Run 1, cells by drive strength:
(4 px per µm)
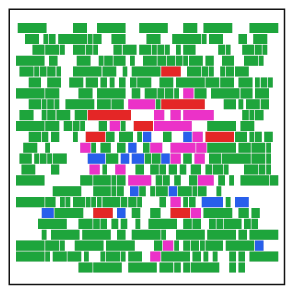
Run 1, cell placement:
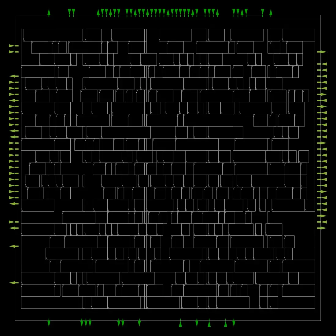
Run 1, where the registers sit:
(6 px per µm) Other sequential cells in the stronger gray, the rest of the logic in the fainter gray.
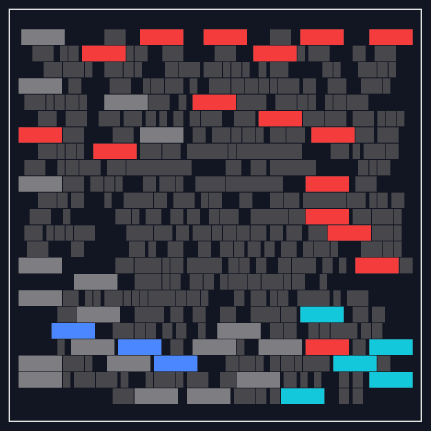
Run 1, power grid:
(6 px per µm) Pins as bars on the die edge.
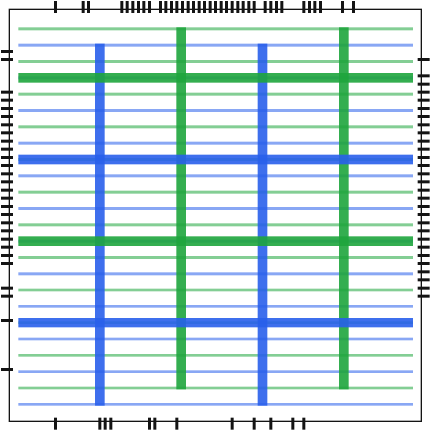
==> config.mk <==
export PLATFORM = sky130hd
export DESIGN_NAME = snoop_bus_arbiter
export DESIGN_NICKNAME = d
export VERILOG_FILES = /design/src/rtl/snoop_bus_arbiter.sv
export SDC_FILE = /design/constraint.sdc
export NUM_CORES = 1
export LEC_CHECK = 0
export CAP_MARGIN = 20
export CORE_UTILIZATION = 65
export CTS_BUF_LIST = sky130_fd_sc_hd__clkbuf_8
export DETAILED_ROUTE_END_ITERATION = 12
export DONT_BUFFER_PORTS = 1
export GPL_ROUTABILITY_DRIVEN = 0
export MAX_ROUTING_LAYER = met4
export PLACE_DENSITY = 0.81
export SKIP_CTS_REPAIR_TIMING = 1
export SLEW_MARGIN = 20
export SYNTH_ARGS = -nofsm -noshare
export SYNTH_HDL_FRONTEND = slang
export SYNTH_SLANG_ARGS = --single-unit
==> constraint.sdc <==
create_clock -name clock -period 2.45 [get_ports clock]
set_clock_uncertainty 0.05 [all_clocks]
set_input_delay 0.49 -clock clock [delete_from_list [all_inputs] [get_ports clock]]
set_output_delay 0.49 -clock clock [all_outputs]
set_load 0.01 [all_outputs]
==> run summary <==
Results of the implementation run.

The number of top-level pins came out at 106. The flop and latch count out of synthesis is 43. The area added between synthesis and finish came out at 4.58%. The distinct cell type count of the synthesized netlist came out at 53. The number of enable flip-flop cells came out at 0. The H-tree depth reported by CTS is 2.

The standard-cell row count came out at 23. The number of nets in the synthesized netlist is 416. The overall routing resource usage came out at 0.322. During synthesis, Yosys emitted a total of 0 warnings. The via count of the first global-routing pass was 2436. At the floorplan stage, the core utilization is reported as 0.697. The part of the total power dissipated in combinational logic is 0.258. Summed over all failing endpoints, the final setup total negative slack is 0 ns. Setup repair after global routing left no endpoint under its margin.

Across all layers, the routed design uses 2780 vias. The average cell area after synthesis came out at 8.46 µm². The cell accounting for the most synthesized area is dfxtp_1. The synthesis report gives the async set-or-reset register share as 0. The length of the first detailed-routing pass in iterations is 5. The maximum number of buffers from clock root to sink came out at 2.

The final report lists the setup-violating endpoint count as 0. The initial antenna violation count is 0. The setup slack of the most critical reg-to-reg path came out at 0.12 ns. The worst setup path is launched from a flip-flop. The class of the most critical hold timing path is in2reg. The first global-routing pass estimated 11.1 mm of wire. The repair_antennas step left the layout with diodes totalling 0. The report counts max-capacitance violations totalling 0. For reference, the critical path cell chain is inv_1, ha_1, or2_2, o21ai_2, nand2_2, a211o_1, a32o_1. The power report attributes to the clock group a share of 0.309. The maximum single-stage delay on the critical path came out at 0.41 ns. The total leakage power came out at 1.10 nW. The hold violation count in the final report came out at 0. The fraction of power spent switching nets came out at 0.306. The switching power total came out at 0.638 mW. The count of cells along the worst register-to-register path came out at 7.

The detailed router finished its first iteration with 284 violations. The layout summary lists the proportion of cells stronger than drive strength 1 as 0.133. The number of logic stages on the critical path including buffering came out at 7.

The tree is rooted in a clkbuf_8. The via density per instance is 7.28. After technology mapping, the gate count stands at 339. The endpoint class of the critical path is a flip-flop. The count of input and output buffers is 0. The sequential group share of total power came out at 0.432. The overall power after layout is 2.08 mW. The clock tree from TritonCTS is yes. Cell internal power was estimated by the tool at 1.44 mW.

The routed layout reports a DRC error count of 0. The register area share after synthesis came out at 0.300. Looking at the max-slew report, the worst-margin pin has a slew of 0.809 ns. The depth of the worst hold-timing path came out at 1. The timing-limited maximum frequency is 429 MHz.

Once detail routing completed, the nets flagged for antenna violations numbered 0. The post-synth area from yosys stat is 2870 µm². After global routing the overflow that remains totals 0. The total length of routed wires is 7.48 mm. The critical path's slowest cell is ha_1.

The synthesis report lists the most area-consuming cells as dfxtp_1, a32o_1, nor2_1. The number of flip-flops in the largest register is 16. The total CTS buffers is 5. The data arrival time reported for the critical path is 2.47 ns.

The number of warning messages in the logs is 28. The number of max-slew violations in the final report is 0. The routed design shows a wire length per standard cell of 19.6 µm.

The final timing summary puts the cycle share of the worst path at 0.953. The minimum clock period after layout is 2.33 ns. The proportion of netlist area held by the largest area contributor is 0.300. For this run, the post-layout net count is 408. The cell count listed in synth_stat.txt came out at 339. Entering global routing, the biggest net connects 29 pins. Summing every instance area after synthesis gives 2870 µm².

In the setup report, the worst path falls into the class reg2reg. For the worst setup path, the data required time is 2.59 ns. The kind of cell with the highest combined delay on the critical path is AND-OR/OR-AND gates. Detailed placement ended at an HPWL of 5.10 mm. The headroom to the max-slew limit came out at 0.461.

For this design the ratio of total power to cell area is 694 nW/µm². On the worst setup and hold paths after CTS, the clock-pin slew comes to 0.08 ns. The run finished with clean final reports.

The sink count of the clock tree is 43. The clock latency at the later pin of the worst-skew pair is 0.29 ns. The overall chip area came out at 4680 µm². Among all flip-flop cells after synthesis, the most frequent one is dfxtp_1. The largest fanout on the critical path is 20. The sum of buffers and inverters on the critical path is 1. Per the layout area report, the combinational gate area comes to 1790 µm².
-- 'cells by drive strength' (at the start) --
[green] drive 1 or less | cells: 288 | share: 87%
[magenta] drive 3 to 4 | cells: 22 | share: 6.6%
[blue] drive 2 | cells: 14 | share: 4.2%
[red] drive 6 and up | cells: 8 | share: 2.4%
final std cell area, no fill: 3000 µm²
count of plain and timing-repair buffers in the layout: 16
Worst Setup Slack, final: 0.116 ns

-- 'cell placement' (at the start) --
total of fill cells in the finished design: 308
count of flip-flops and latches: 43
Final Core Density: 0.729
core area: 4120 µm²
inserted tap cell count: 50

-- 'where the registers sit' (at the start) --
[cyan] `cnt_q` | sequential cells: 5 | where: lower right
[blue] `grant` | sequential cells: 3
[red] `bus_data` | sequential cells: 16
not colored: 19
fraction of area in registers: 0.287
Sequential cell area: 861 µm²
power drawn by the sequential cells: 0.900 mW

-- 'power grid' (at the start) --
[blue] VSS
[green] VDD
met5 straps: 4
signal pins: 106
rows: 23
overall die width: 68.4 µm
worst vdd ir: 0.000441 V
die span in y: 68.4 µm

-- run 1: placed cells by master (no fill, tap or decap), drive strengths merged, types with 2 or more instances in the layout --
master,count
nor2,58
dfxtp,43
a32o,40
o22ai,21
a211o,21
nor3,21
buf,16
a21oi,13
nand2,10
o21ai,10
mux2i,8
nand3,8
inv,7
nand2b,6
nor2b,5
ha,5
clkbuf,5
or2,4
nand4,3
a31oi,2
or3,2
bufinv,2
a22oi,2
and2,2
-- run 1: worst reg2reg max path: cells and delay by family (launching register included) --
family | cells | cell delay, ns
DFF | 1 | 0.37
and+or+nand+nor | 2 | 0.63
adders and majority gates | 1 | 0.41
buffers and inverters | 1 | 0.07
AOI/OAI and AO/OA | 3 | 0.71
-- run 1: synthesized netlist by cell type, types with 5 or more instances --
cell,number
a211o_1,21
a21oi_1,13
nand2_1,7
o22ai_1,21
buf_6,7
nand3_1,7
dfxtp_1,43
ha_1,5
a32o_1,40
inv_1,6
clkbuf_1,7
nor3_1,21
mux2i_1,8
nand2b_1,6
nor2b_1,5
nor2_1,55
buf_2,13
-- run 1: layout make-up --
cell class | count | share of cell area
clock buffers | 5 | 0.0229
repair buffers | 16 | 0.0442
flip-flops and latches | 43 | 0.287
well taps | 50 | 0.0209
inverters | 6 | 0.00751
multi-input cells | 259 | 0.596
clock inverters | 3 | 0.0213
-- run 1: logic make-up after synthesis --
kind of cell | share of synthesized area
AND/OR/NAND/NOR | 0.213
AND-OR/OR-AND | 0.361
flip-flops | 0.300
buffers and inverters | 0.0763
multiplexers | 0.0279
adder cells (fa/ha/maj) | 0.0218
-- run 1: through the flow --
stage / cell area [µm²] / cells / setup slack (ns) / utilization / hold WS (ns)
6_report: 3000 / 382 / 0.116 / 0.729 / 0.202
5_1_grt: 3000 / 382 / 0.0162 / 0.729 / 0.193
4_1_cts: 2990 / 381 / 0.116 / 0.727 / 0.195
3_5_place_dp: 2860 / 373 / 0.132 / 0.695 / 0.423
3_3_place_gp: 2860 / 373 / 0.204 / 0.695 / 0.407
2_1_floorplan: 2870 / 339 / 0.470 / - / 0.398
-- run 1: layer usage --
layer / part of all wire / up-vias / GRT usage / wire length (µm)
li1: - / 1293 / - / -
met1: 0.41 / 1292 / 0.405 / 3050
met2: 0.46 / 180 / 0.513 / 3430
met3: 0.12 / 15 / 0.0833 / 921
met4: 0.011 / 0 / 0.0755 / 86
met5: 0 / - / - / 0
-- run 1: power by group through the flow --
| stage | Sequential, mW | Clock (mW) | Combinational (mW) |
|---|---|---|---|
| 2_1_floorplan | 0.897 | 0 | 0.469 |
| 3_3_place_gp | 0.915 | 0 | 0.514 |
| 3_5_place_dp | 0.917 | 0 | 0.527 |
| 4_1_cts | 0.901 | 0.658 | 0.530 |
| 5_1_grt | 0.917 | 0.684 | 0.582 |
| 6_report | 0.900 | 0.644 | 0.538 |
Power figures rest on the tool's default switching activity, not on a simulated workload.
